### src/rtl/sr_latch_ctrl.sv
// rtl/sr_latch_ctrl.sv - pulse sequencer that drives a NOR SR latch and verifies its state
module sr_latch_ctrl #(
    parameter int PULSE_W = 2,
    parameter int GUARD_W = 1
) (
    input  logic clk,
    input  logic rst,
    input  logic set_req,
    input  logic clr_req,
    output logic S,
    output logic R,
    input  logic Q,
    input  logic Qbar,
    output logic busy,
    output logic done,
    output logic exp_q,
    output logic err
);

    typedef enum logic [1:0] {IDLE, PULSE, GUARD, CHECK} state_t;

    state_t     state, state_nx;
    logic [3:0] cnt, cnt_nx;
    logic       prio, prio_nx;        // 1: set wins a tie, 0: clear wins
    logic       cmd_set, cmd_set_nx;
    logic       take_set;
    logic       s_nx, r_nx, busy_nx, done_nx, exp_nx, err_nx;

    always_comb begin
        state_nx   = state;
        cnt_nx     = cnt;
        prio_nx    = prio;
        cmd_set_nx = cmd_set;
        exp_nx     = exp_q;
        err_nx     = err;
        take_set   = 1'b0;

        case (state)
            IDLE: begin
                if (set_req || clr_req) begin
                    take_set = set_req && (!clr_req || prio);
                    if (set_req && clr_req) begin
                        prio_nx = ~prio;
                    end
                    cmd_set_nx = take_set;
                    exp_nx     = take_set;
                    state_nx   = PULSE;
                    cnt_nx     = 4'(PULSE_W - 1);
                end
            end
            PULSE: begin
                if (cnt == 4'd0) begin
                    if (GUARD_W == 0) begin
                        state_nx = CHECK;
                    end else begin
                        state_nx = GUARD;
                        cnt_nx   = 4'(GUARD_W - 1);
                    end
                end else begin
                    cnt_nx = cnt - 4'd1;
                end
            end
            GUARD: begin
                if (cnt == 4'd0) begin
                    state_nx = CHECK;
                end else begin
                    cnt_nx = cnt - 4'd1;
                end
            end
            CHECK: begin
                err_nx   = err | (Q != exp_q) | (Qbar != ~exp_q);
                state_nx = IDLE;
            end
            default: state_nx = IDLE;
        endcase

        // Outputs are decoded from the next state so they register in step with it.
        s_nx    = (state_nx == PULSE) && cmd_set_nx;
        r_nx    = (state_nx == PULSE) && !cmd_set_nx;
        busy_nx = (state_nx != IDLE);
        done_nx = (state_nx == CHECK);
    end

    always_ff @(posedge clk) begin
        if (rst) begin
            state   <= IDLE;
            cnt     <= 4'd0;
            prio    <= 1'b0;
            cmd_set <= 1'b0;
            S       <= 1'b0;
            R       <= 1'b0;
            busy    <= 1'b0;
            done    <= 1'b0;
            exp_q   <= 1'b0;
            err     <= 1'b0;
        end else begin
            state   <= state_nx;
            cnt     <= cnt_nx;
            prio    <= prio_nx;
            cmd_set <= cmd_set_nx;
            S       <= s_nx;
            R       <= r_nx;
            busy    <= busy_nx;
            done    <= done_nx;
            exp_q   <= exp_nx;
            err     <= err_nx;
        end
    end

endmodule

### config.mk
export PLATFORM = sky130hd
export DESIGN_NAME = sr_latch_ctrl
export DESIGN_NICKNAME = d
export VERILOG_FILES = /design/src/rtl/sr_latch_ctrl.sv
export SDC_FILE = /design/constraint.sdc
export NUM_CORES = 1
export LEC_CHECK = 0
export CELL_PAD_IN_SITES_DETAIL_PLACEMENT = 0
export CELL_PAD_IN_SITES_GLOBAL_PLACEMENT = 1
export CORE_UTILIZATION = 35
export DETAILED_ROUTE_END_ITERATION = 7
export PLACE_DENSITY = 0.81
export SYNTH_ARGS = -nofsm -noshare
export SYNTH_HDL_FRONTEND = slang
export SYNTH_SLANG_ARGS = --single-unit
### constraint.sdc
create_clock -name clk -period 1.7 [get_ports clk]
set_input_delay 0.34 -clock clk [delete_from_list [all_inputs] [get_ports clk]]
set_output_delay 0.34 -clock clk [all_outputs]
set_load 0.05 [all_outputs]
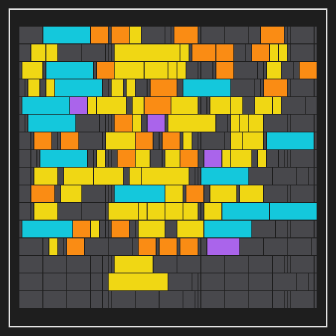
**Above:** cells colored by class.
Fill, decap, tap and diode cells in gray.
cyan -> sequential cells  # cells 14, share of their area 27%
purple -> clock drivers and dummy loads  # cells 4, share of their area 3.5%
yellow -> combinational and other logic  # cells 62, share of their area 48%
orange -> remaining buffers and delay cells  # cells 28, share of their area 22%
Seq area share: 26.1%
Finished Core Util: 54.1%
# rows: 16
core area: 2000 um2
fin area: 1080 um2

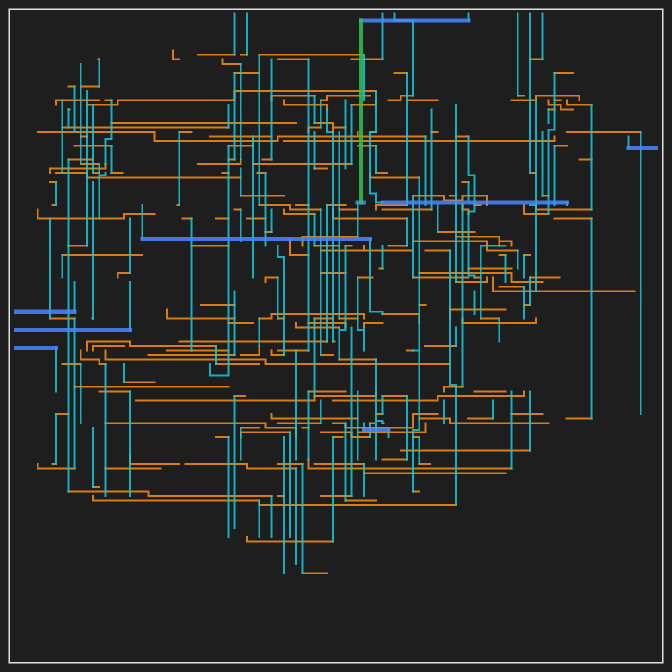
**Above:** routed metal, one color a layer.
green -> metal 4  # wire length 13.6 um
blue -> metal 3  # wire length 58.9 um
orange -> metal 1  # wire length 760 um
cyan -> metal 2  # wire length 801 um
routed wire length: 1630 um
GRT Total Usage: 15.5%
DR WL/cell: 12.1 um
vias: 661

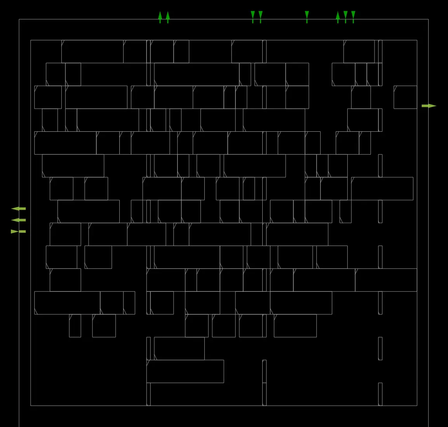
**Above:** placement view.
fill cell count: 192
Well Taps: 27

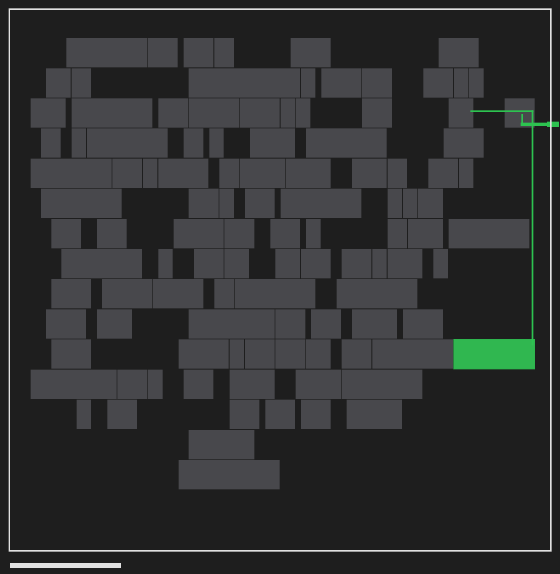
**Above:** nets reached from selected ports.
Scale bar: 10 um.
green -> `err`  # direction output, edge right, end cells 1, buffers 1, wire 29.5 um

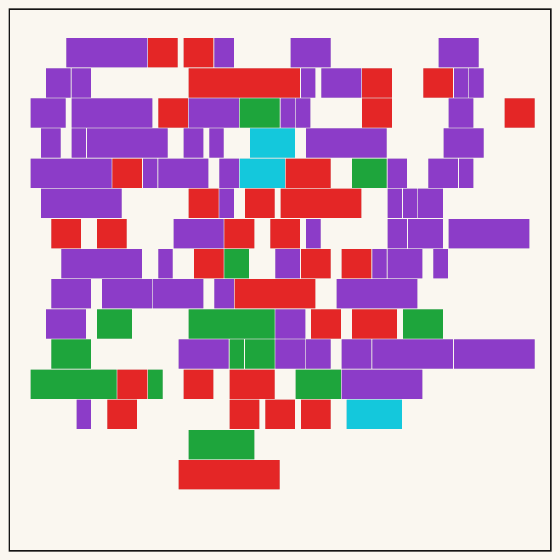
**Above:** drive-strength map.
red -> _3 and _4 cells  # cells 31, share 29%
cyan -> _6 and larger  # cells 3, share 2.8%
purple -> _0 and _1 cells  # cells 61, share 56%
green -> _2 cells  # cells 13, share 12%
Final WS setup: -0.367 ps
Layout area overhead: 41.6%
Plain + repair buffers: 28

==> results.toml <==
# yosys + openroad results
[final_timing]
holdWs_ps = 523
period_needed_ps = 1700
setup_viol = 1
setup_slack_ps = -0.367
finalHoldViolCount = 0

[logic_synthesis]
logic_family = "AND-OR/OR-AND gates"
mux_area_share_pct = 0
synth-xor-area-share_pct = 1.15
fp_nets = 92
synth_adder_area_share_pct = 11.5
synth_cell_type_count = 37

[power_and_ir_drop]
powerDensity_nw_per_um2 = 1420
pwr-share-seq_pct = 27.6

[grt]
grt_use_met1_pct = 19.5
gr-total-overflow = 0
use_met2_pct = 25.9

[critical_path]
crit_slowest_cell = "or3b_4"
worst_ep_arrival_time_ps = 1910
end_kind = "flip-flop"

[outcome]
failed_checks = "negative setup slack"
status = "finished, violations left"

[cells_and_area]
flops = 14
nClkBuffers = 4
clkCellAreaFrac_pct = 3.35
drive_above_1_share_pct = 43.5
combGateArea_um2 = 477

[die]
initial_core_util_pct = 38.2

[hold_path]
worstHoldEndpoint = "err"

[placed_design]
pre_cts_slack_ps = -218
[stage by stage]
step | utilization [%] | power [mW]
floorplan | - | 0.980
CTS | 51.7 | 1.48
global route | 54.1 | 1.65
finish | 54.1 | 1.54
global placement | 49.6 | 1.20
detailed placement | 49.6 | 1.23
[tightest hold or removal path, delay by kind of cell (launching register included)]
kind / cells / cell delay, ps
flops: 1 / 350
simple gates: 1 / 90
compound gates: 1 / 50
[power groups by stage]
| stage | clock, mW | combinational [mW] | sequential [mW] |
|---|---|---|---|
| after CTS | 0.246 | 0.814 | 0.421 |
| after floorplan | 0 | 0.439 | 0.541 |
| after global routing | 0.258 | 0.958 | 0.432 |
| after global placement | 0 | 0.774 | 0.429 |
| final | 0.236 | 0.880 | 0.425 |
| after detailed placement | 0 | 0.798 | 0.428 |
No activity file was given, so power comes from the tool's default toggle rates.
